$ cat src/rtl/xpmwrap_pkg.sv
// Shared types and helpers for the xpmwrap_sdpram read-side engine.
package xpmwrap_pkg;

  typedef enum logic [1:0] {
    IDLE  = 2'd0,
    RUN   = 2'd1,
    DRAIN = 2'd2
  } rd_state_t;

  function automatic int clog2(input int value);
    int result;
    result = 0;
    while ((1 << result) < value) result++;
    return result;
  endfunction

endpackage

$ cat src/rtl/xpmwrap_sdpram_reader_if.sv
// Command, RAM port-B and output-stream signals of the sdpram reader.
interface xpmwrap_sdpram_reader_if #(
  parameter int ADDR_WIDTH = 6,
  parameter int DATA_WIDTH = 32
);
  logic                  start;
  logic [ADDR_WIDTH-1:0] start_addr;
  logic [ADDR_WIDTH:0]   length;
  logic                  busy;
  logic                  done;

  logic                  enb;
  logic [ADDR_WIDTH-1:0] addrb;
  logic                  regceb;
  logic                  rstb;
  logic [DATA_WIDTH-1:0] doutb;

  logic [DATA_WIDTH-1:0] m_tdata;
  logic                  m_tvalid;
  logic                  m_tready;
  logic                  m_tlast;

  modport master (
    input  start, start_addr, length, doutb, m_tready,
    output busy, done, enb, addrb, regceb, rstb, m_tdata, m_tvalid, m_tlast
  );

  modport slave (
    output start, start_addr, length, doutb, m_tready,
    input  busy, done, enb, addrb, regceb, rstb, m_tdata, m_tvalid, m_tlast
  );
endinterface

$ cat src/rtl/xpmwrap_sync_fifo.sv
// Single-clock first-word-fall-through FIFO; head word is read straight from storage flops.
module xpmwrap_sync_fifo
  import xpmwrap_pkg::*;
#(
  parameter int DATA_WIDTH = 33,
  parameter int FIFO_DEPTH = 4,
  localparam int PW = (FIFO_DEPTH > 1) ? clog2(FIFO_DEPTH) : 1,
  localparam int CW = clog2(FIFO_DEPTH + 1)
) (
  input  logic                  clk,
  input  logic                  rst_n,
  input  logic                  push,
  input  logic [DATA_WIDTH-1:0] din,
  input  logic                  pop,
  output logic [DATA_WIDTH-1:0] dout,
  output logic                  full,
  output logic                  empty,
  output logic [CW-1:0]         count
);
  logic [DATA_WIDTH-1:0] mem [FIFO_DEPTH];
  logic [PW-1:0]         wr_ptr;
  logic [PW-1:0]         rd_ptr;
  logic                  do_push;
  logic                  do_pop;

  // A push into a full FIFO is accepted when the head leaves in the same cycle.
  assign do_push = push && (!full || pop);
  assign do_pop  = pop && !empty;

  always_ff @(posedge clk or negedge rst_n) begin
    if (!rst_n) begin
      wr_ptr <= '0;
      rd_ptr <= '0;
      count  <= '0;
      for (int i = 0; i < FIFO_DEPTH; i++) mem[i] <= '0;
    end else begin
      if (do_push) begin
        mem[wr_ptr] <= din;
        wr_ptr      <= (wr_ptr == PW'(FIFO_DEPTH - 1)) ? '0 : wr_ptr + PW'(1);
      end
      if (do_pop) rd_ptr <= (rd_ptr == PW'(FIFO_DEPTH - 1)) ? '0 : rd_ptr + PW'(1);
      case ({do_push, do_pop})
        2'b10:   count <= count + CW'(1);
        2'b01:   count <= count - CW'(1);
        default: count <= count;
      endcase
    end
  end

  assign full  = (count == CW'(FIFO_DEPTH));
  assign empty = (count == '0);
  assign dout  = mem[rd_ptr];
endmodule

$ cat src/rtl/xpmwrap_sdpram_reader.sv
// Burst reader for xpmwrap_sdpram port B: issues credit-limited sequential reads
// and streams the returned words out as a valid/ready master with last marking.
module xpmwrap_sdpram_reader
  import xpmwrap_pkg::*;
#(
  parameter int ADDR_WIDTH   = 6,
  parameter int DATA_WIDTH   = 32,
  parameter int READ_LATENCY = 2,
  parameter int FIFO_DEPTH   = READ_LATENCY + 2
) (
  input logic                     clk,
  input logic                     rst_n,
  xpmwrap_sdpram_reader_if.master bus
);
  localparam int IW = clog2(READ_LATENCY + 1);
  localparam int CW = clog2(FIFO_DEPTH + 1);
  localparam int SW = clog2(FIFO_DEPTH + READ_LATENCY + 1);

  localparam logic [1:0] S_IDLE  = IDLE;
  localparam logic [1:0] S_RUN   = RUN;
  localparam logic [1:0] S_DRAIN = DRAIN;

  localparam logic [ADDR_WIDTH-1:0] ONE_A = 1;
  localparam logic [ADDR_WIDTH:0]   ONE_R = 1;

  logic [1:0]              state;
  logic [ADDR_WIDTH-1:0]   addr;
  logic [ADDR_WIDTH:0]     remaining;
  logic [READ_LATENCY-1:0] tok_valid;
  logic [READ_LATENCY-1:0] tok_last;
  logic [IW-1:0]           inflight;
  logic [CW-1:0]           fifo_count;
  logic [DATA_WIDTH:0]     fifo_dout;
  logic                    fifo_full;
  logic                    fifo_empty;
  logic                    push;
  logic                    pop;
  logic                    issue;
  logic                    credit_ok;
  logic                    drain_done;
  logic                    done_q;

  always_comb begin
    inflight = '0;
    for (int i = 0; i < READ_LATENCY; i++) inflight = inflight + IW'(tok_valid[i]);
  end

  // Every issued read owns a FIFO slot from issue until hand-off, so pushes never overflow.
  assign credit_ok  = !fifo_full && ((SW'(inflight) + SW'(fifo_count)) < SW'(FIFO_DEPTH));
  assign issue      = (state == S_RUN) && (remaining != '0) && credit_ok;
  assign push       = tok_valid[READ_LATENCY-1];
  assign pop        = !fifo_empty && bus.m_tready;
  assign drain_done = (inflight == '0) && (fifo_count == CW'(pop));

  always_ff @(posedge clk or negedge rst_n) begin
    if (!rst_n) begin
      state     <= S_IDLE;
      addr      <= '0;
      remaining <= '0;
      done_q    <= 1'b0;
    end else begin
      done_q <= 1'b0;
      case (state)
        S_IDLE: begin
          if (bus.start) begin
            if (bus.length != '0) begin
              addr      <= bus.start_addr;
              remaining <= bus.length;
              state     <= S_RUN;
            end else begin
              done_q <= 1'b1;
            end
          end
        end
        S_RUN: begin
          if (issue) begin
            addr      <= addr + ONE_A;
            remaining <= remaining - ONE_R;
            if (remaining == ONE_R) state <= S_DRAIN;
          end
        end
        S_DRAIN: begin
          if (drain_done) begin
            state  <= S_IDLE;
            done_q <= 1'b1;
          end
        end
        default: state <= S_IDLE;
      endcase
    end
  end

  // Token pipeline mirrors the RAM read latency; the oldest token marks doutb valid.
  always_ff @(posedge clk or negedge rst_n) begin
    if (!rst_n) begin
      tok_valid <= '0;
      tok_last  <= '0;
    end else begin
      tok_valid[0] <= issue;
      tok_last[0]  <= issue && (remaining == ONE_R);
      for (int i = 1; i < READ_LATENCY; i++) begin
        tok_valid[i] <= tok_valid[i-1];
        tok_last[i]  <= tok_last[i-1];
      end
    end
  end

  xpmwrap_sync_fifo #(
    .DATA_WIDTH(DATA_WIDTH + 1),
    .FIFO_DEPTH(FIFO_DEPTH)
  ) u_fifo (
    .clk  (clk),
    .rst_n(rst_n),
    .push (push),
    .din  ({tok_last[READ_LATENCY-1], bus.doutb}),
    .pop  (pop),
    .dout (fifo_dout),
    .full (fifo_full),
    .empty(fifo_empty),
    .count(fifo_count)
  );

  assign bus.busy     = (state != S_IDLE);
  assign bus.done     = done_q;
  assign bus.enb      = issue;
  assign bus.addrb    = addr;
  assign bus.regceb   = tok_valid[0];
  assign bus.rstb     = 1'b0;
  assign bus.m_tdata  = fifo_dout[DATA_WIDTH-1:0];
  assign bus.m_tvalid = !fifo_empty;
  assign bus.m_tlast  = !fifo_empty && fifo_dout[DATA_WIDTH];
endmodule

$ cat src/flat_wrapper.sv
// flat-port wrapper written by rule: the top's interface ports become plain ports
module xpmwrap_sdpram_reader_flat import xpmwrap_pkg::*;
#(
  parameter int ADDR_WIDTH   = 6,
  parameter int DATA_WIDTH   = 32,
  parameter int READ_LATENCY = 2,
  parameter int FIFO_DEPTH   = READ_LATENCY + 2
)
  (clk, rst_n, bus_start, bus_start_addr, bus_length, bus_doutb, bus_m_tready, bus_busy, bus_done, bus_enb, bus_addrb, bus_regceb, bus_rstb, bus_m_tdata, bus_m_tvalid, bus_m_tlast);
  xpmwrap_sdpram_reader_if #(.ADDR_WIDTH(ADDR_WIDTH), .DATA_WIDTH(DATA_WIDTH)) bus_i ();
  input logic clk;
  input logic rst_n;
  input wire logic [$bits(bus_i.start)-1:0] bus_start;
  input wire logic [$bits(bus_i.start_addr)-1:0] bus_start_addr;
  input wire logic [$bits(bus_i.length)-1:0] bus_length;
  input wire logic [$bits(bus_i.doutb)-1:0] bus_doutb;
  input wire logic [$bits(bus_i.m_tready)-1:0] bus_m_tready;
  output wire logic [$bits(bus_i.busy)-1:0] bus_busy;
  output wire logic [$bits(bus_i.done)-1:0] bus_done;
  output wire logic [$bits(bus_i.enb)-1:0] bus_enb;
  output wire logic [$bits(bus_i.addrb)-1:0] bus_addrb;
  output wire logic [$bits(bus_i.regceb)-1:0] bus_regceb;
  output wire logic [$bits(bus_i.rstb)-1:0] bus_rstb;
  output wire logic [$bits(bus_i.m_tdata)-1:0] bus_m_tdata;
  output wire logic [$bits(bus_i.m_tvalid)-1:0] bus_m_tvalid;
  output wire logic [$bits(bus_i.m_tlast)-1:0] bus_m_tlast;
  assign bus_i.start = bus_start;
  assign bus_i.start_addr = bus_start_addr;
  assign bus_i.length = bus_length;
  assign bus_i.doutb = bus_doutb;
  assign bus_i.m_tready = bus_m_tready;
  assign bus_busy = bus_i.busy;
  assign bus_done = bus_i.done;
  assign bus_enb = bus_i.enb;
  assign bus_addrb = bus_i.addrb;
  assign bus_regceb = bus_i.regceb;
  assign bus_rstb = bus_i.rstb;
  assign bus_m_tdata = bus_i.m_tdata;
  assign bus_m_tvalid = bus_i.m_tvalid;
  assign bus_m_tlast = bus_i.m_tlast;
  xpmwrap_sdpram_reader #(.ADDR_WIDTH(ADDR_WIDTH), .DATA_WIDTH(DATA_WIDTH), .READ_LATENCY(READ_LATENCY), .FIFO_DEPTH(FIFO_DEPTH)) u_core (.clk(clk), .rst_n(rst_n), .bus(bus_i));
endmodule
$ cat config.mk
export PLATFORM = sky130hd
export DESIGN_NAME = xpmwrap_sdpram_reader_flat
export DESIGN_NICKNAME = d
export VERILOG_FILES = /design/src/rtl/xpmwrap_pkg.sv /design/src/rtl/xpmwrap_sdpram_reader_if.sv /design/src/rtl/xpmwrap_sync_fifo.sv /design/src/rtl/xpmwrap_sdpram_reader.sv /design/src/flat_wrapper.sv
export SDC_FILE = /design/constraint.sdc
export NUM_CORES = 1
export LEC_CHECK = 0
export CORE_AREA = 8 8 138 140
export CTS_CLUSTER_DIAMETER = 50
export DETAILED_ROUTE_END_ITERATION = 6
export DIE_AREA = 0 0 146 148
export PLACE_DENSITY_LB_ADDON = 0.2
export SKIP_LAST_GASP = 1
export SYNTH_ARGS = -nofsm -noshare
export SYNTH_HDL_FRONTEND = slang
export SYNTH_HIERARCHICAL = 1
export SYNTH_SLANG_ARGS = --single-unit
$ cat constraint.sdc
create_clock -name clk -period 3.21 [get_ports clk]
set_input_delay 0.321 -clock clk [delete_from_list [all_inputs] [get_ports clk]]
set_output_delay 0.321 -clock clk [all_outputs]
set_load 0.03 [all_outputs]
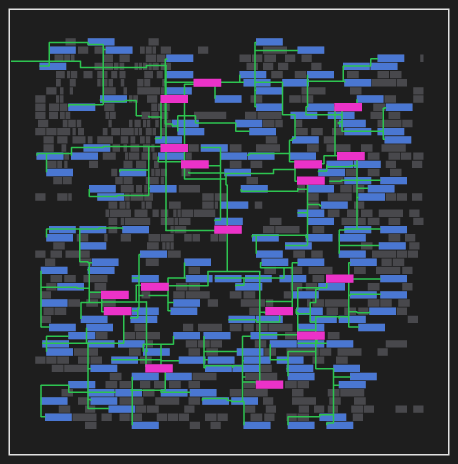
(run_1/clock_map.png)
Drawn at 3 px/um.
[clock wires] green | length: 2020 um
[cells driving clock nets] magenta | count: 17
[flip-flops] blue | count: 159
flops lie: widely spread

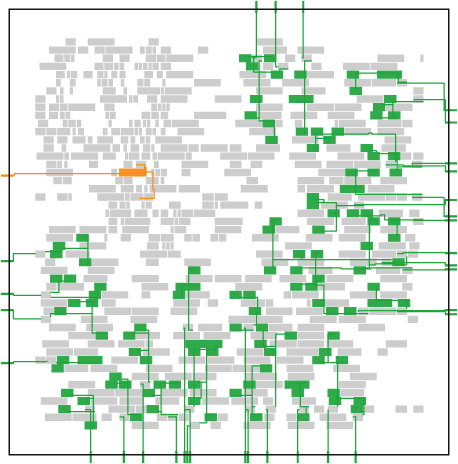
(run_1/port_nets.png)
Drawn at 3 px/um.
| port | color | bits | direction | end cells | buffers | wire |
|---|---|---|---|---|---|---|
| bus_doutb | green | 32 | input | 128 | 32 | 1600 um |
| bus_regceb | orange | 1 | output | 1 | 1 | 70.6 um |

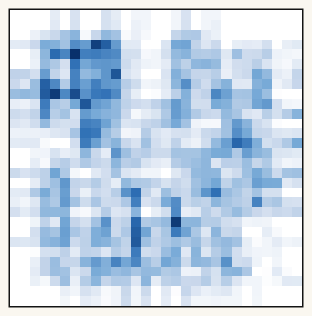
(run_1/wire_density.png)
Drawn at 2 px/um. The die is cut into 29 by 30 equal tiles; white is low, dark blue is high, scaled to the fullest tile. Values are wire area over tile area, all layers added.
fullest tile: 0.45
densest ninth of the die: north-west
mean over tiles: 0.11

==> results.ini, run 1 <==
[detailed_routing]
drtIter0Drc = 325
met1Wirelength_mm = 7.34
via_per_inst = 5.33

[synth]
yosys_area_sq_mm = 0.00745
synth.distinct_cells = 47
post-synth-top-area-cell = dfrtp_1
synthArstFlopShare = 1.00
synthAoiAreaFrac = 0.0398
synth.most_common_cell = dfrtp_1
synth.logic.top_family = multiplexers

[place]
globalplace.congestion = 0.842

[sta]
whs_ps = 356
fin_ws_ps = 280
slew_viol_final = 0
layout_min_cycle_time_ps = 2930

[power_and_ir_drop]
power-top-group = combinational logic
switching_share = 0.374
p_int_w = 0.00724

[layout]
comb_area_sq_mm = 0.00322
inverters = 16
comb_cells = 303
largest_reg_flops = 132
final_common_cell = dfrtp_1
clk_share = 0.0667
buffer_area_frac = 0.116

[clock_tree]
clkLatencyLatePin_ps = 420
cts_root_buf = clkbuf_16

[floorplan]
chip_area_sq_mm = 0.0216

[min_path]
holdCritPathClass = flop to flop
hp-start = u_core/tok_last[0]$_DFF_PN0_

[worst_setup_path]
cp-endpoint = bus_enb
path_cells = ha_1 -> ha_1 -> a31oi_1 -> xor2_1 -> nand2_1 -> nor2_1 -> dlygate4sd2_1
crit_cells = 7
worst-path-buf-inv = 1
crit_start = u_core/tok_valid[1]$_DFF_PN0_
worstPathArrival_ps = 2610

[global_route]
grt-ovfl-total = 0
grt_pass1_wl_mm = 26.8

[outcome]
outcome = finished, final reports clean

[job]
max_cap_viol_count = 0

==> run 1 -> run 2 <==
- ABC_CLOCK_PERIOD_IN_PS: default -> 3210
- RECOVER_POWER: default -> 25
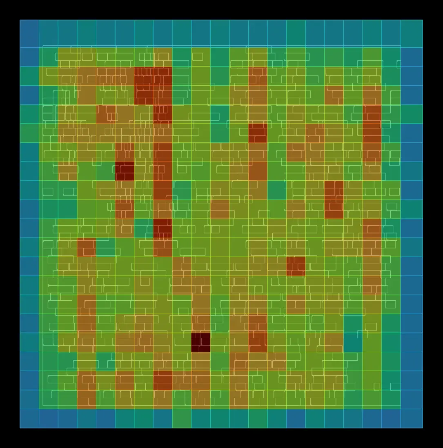
(run_2/final_congestion.png)
met2 GRT Util: 0.254
Layout Utilization: 0.544
DR WL/cell: 19.0 um
met1 usage: 0.199

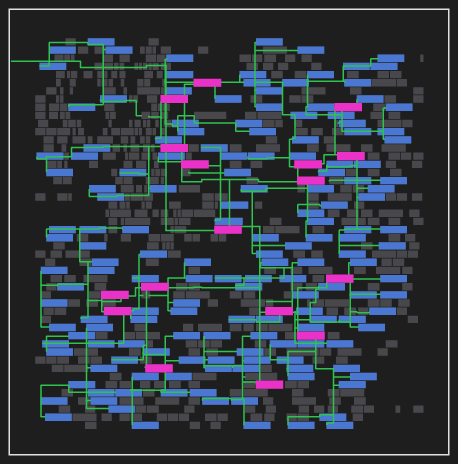
(run_2/clock_map.png)
Drawn at 3 px/um.
[flip-flops] blue | count: 159
[clock wires] green | length: 2010 um
[cells driving clock nets] magenta | count: 17
flops lie: widely spread

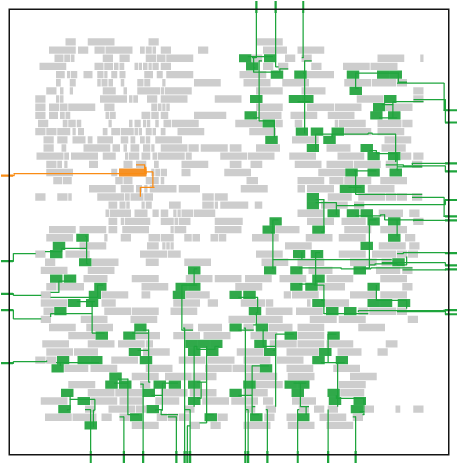
(run_2/port_nets.png)
Drawn at 3 px/um.
| port | color | bits | direction | end cells | buffers | wire |
|---|---|---|---|---|---|---|
| bus_regceb | orange | 1 | output | 1 | 1 | 69.1 um |
| bus_doutb | green | 32 | input | 128 | 32 | 1590 um |

==> results.ini, run 2 <==
[synth]
synthAoiAreaFrac = 0.0398
synth.most_common_cell = dfrtp_1
synth.distinct_cells = 47
synth.logic.top_family = multiplexers

[sta]
whs_ps = 356
slew_viol_final = 69
fin_ws_ps = 262
layout_min_cycle_time_ps = 2950

[min_path]
holdCritPathClass = flop to flop

[outcome]
violations = capacitance limit, slew limit
outcome = complete, but fails checks

[global_route]
grt-ovfl-total = 0
grt_pass1_wl_mm = 26.8

[layout]
final_common_cell = dfrtp_1
comb_cells = 303
largest_reg_flops = 132
clk_share = 0.0668
buffer_area_frac = 0.115

[detailed_routing]
drtIter0Drc = 330
met1Wirelength_mm = 7.21
via_per_inst = 5.29

[clock_tree]
cts_root_buf = clkbuf_16
clkLatencyLatePin_ps = 420

[job]
max_cap_viol_count = 1

[power_and_ir_drop]
p_int_w = 0.00724
power-top-group = combinational logic

[place]
globalplace.congestion = 0.842

[worst_setup_path]
cp-endpoint = bus_enb
crit_cells = 7
crit_start = u_core/tok_valid[1]$_DFF_PN0_

==> run 2 -> run 3 <==
--- a/config.mk
+++ b/config.mk
@@ -11,7 +11,6 @@
 export DETAILED_ROUTE_END_ITERATION = 6
 export DIE_AREA = 0 0 146 148
-export PLACE_DENSITY_LB_ADDON = 0.2
+export PLACE_DENSITY_LB_ADDON = 0.25
 export RECOVER_POWER = 25
-export SKIP_LAST_GASP = 1
 export SYNTH_ARGS = -nofsm -noshare
 export SYNTH_HDL_FRONTEND = slang
==> constraint.sdc (replaced) <==
create_clock -name clk -period 3.21 [get_ports clk]
set_input_delay 0.321 -clock clk [delete_from_list [all_inputs] [get_ports clk]]
set_output_delay 0.321 -clock clk [all_outputs]
set_load 0.005 [all_outputs]
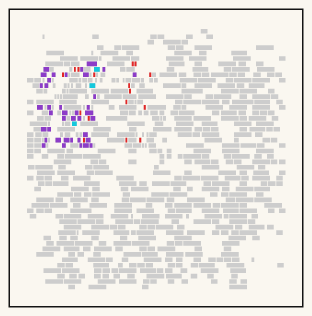
(run_3/gate_families.png)
Drawn at 2 px/um.
| family | color | cells |
|---|---|---|
| inverting AOI/OAI gates | purple | 39 |
| inverters | red | 16 |
| AND-OR and OR-AND gates | cyan | 3 |

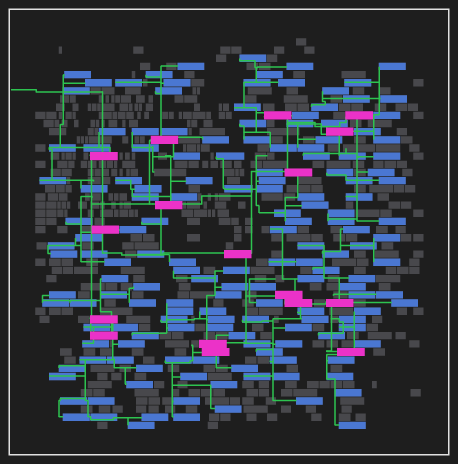
(run_3/clock_map.png)
Drawn at 3 px/um.
[clock wires] green | length: 1940 um
[cells driving clock nets] magenta | count: 17
[flip-flops] blue | count: 159
flops lie: widely spread
routed clock nets: 18

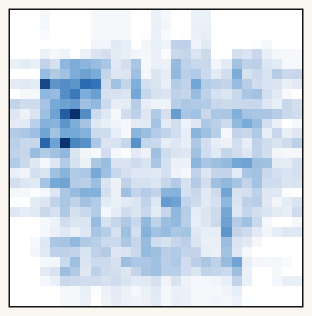
(run_3/wire_density.png)
Drawn at 2 px/um. The die is cut into 29 by 30 equal tiles; white is low, dark blue is high, scaled to the fullest tile. Values are wire area over tile area, all layers added.
densest ninth of the die: west
mean over tiles: 0.11
tiles over half the peak: 4.7%
nearly empty tiles: 18%
fullest tile: 0.60

==> results.ini, run 3 <==
[min_path]
hp-start = u_core/tok_last[0]$_DFF_PN0_
holdCritPathClass = flop to flop

[power_and_ir_drop]
switching_share = 0.316
power-top-group = combinational logic
p_int_w = 0.00728

[job]
max_cap_viol_count = 1

[detailed_routing]
via_per_inst = 5.38
drtIter0Drc = 204

[synth]
synthAoiAreaFrac = 0.0398
yosys_area_sq_mm = 0.00745

[outcome]
outcome = complete, but fails checks
violations = capacitance limit, slew limit

[worst_setup_path]
crit_cells = 7
path_cells = ha_1 -> ha_1 -> a31oi_1 -> xor2_1 -> nand2_1 -> nor2_1 -> clkdlybuf4s50_1

[sta]
fin_ws_ps = 199
whs_ps = 381
slew_viol_final = 72

[clock_tree]
cts_root_buf = clkbuf_16

[layout]
buffer_area_frac = 0.115
largest_reg_flops = 132

Power and IR drop assume default switching activity.
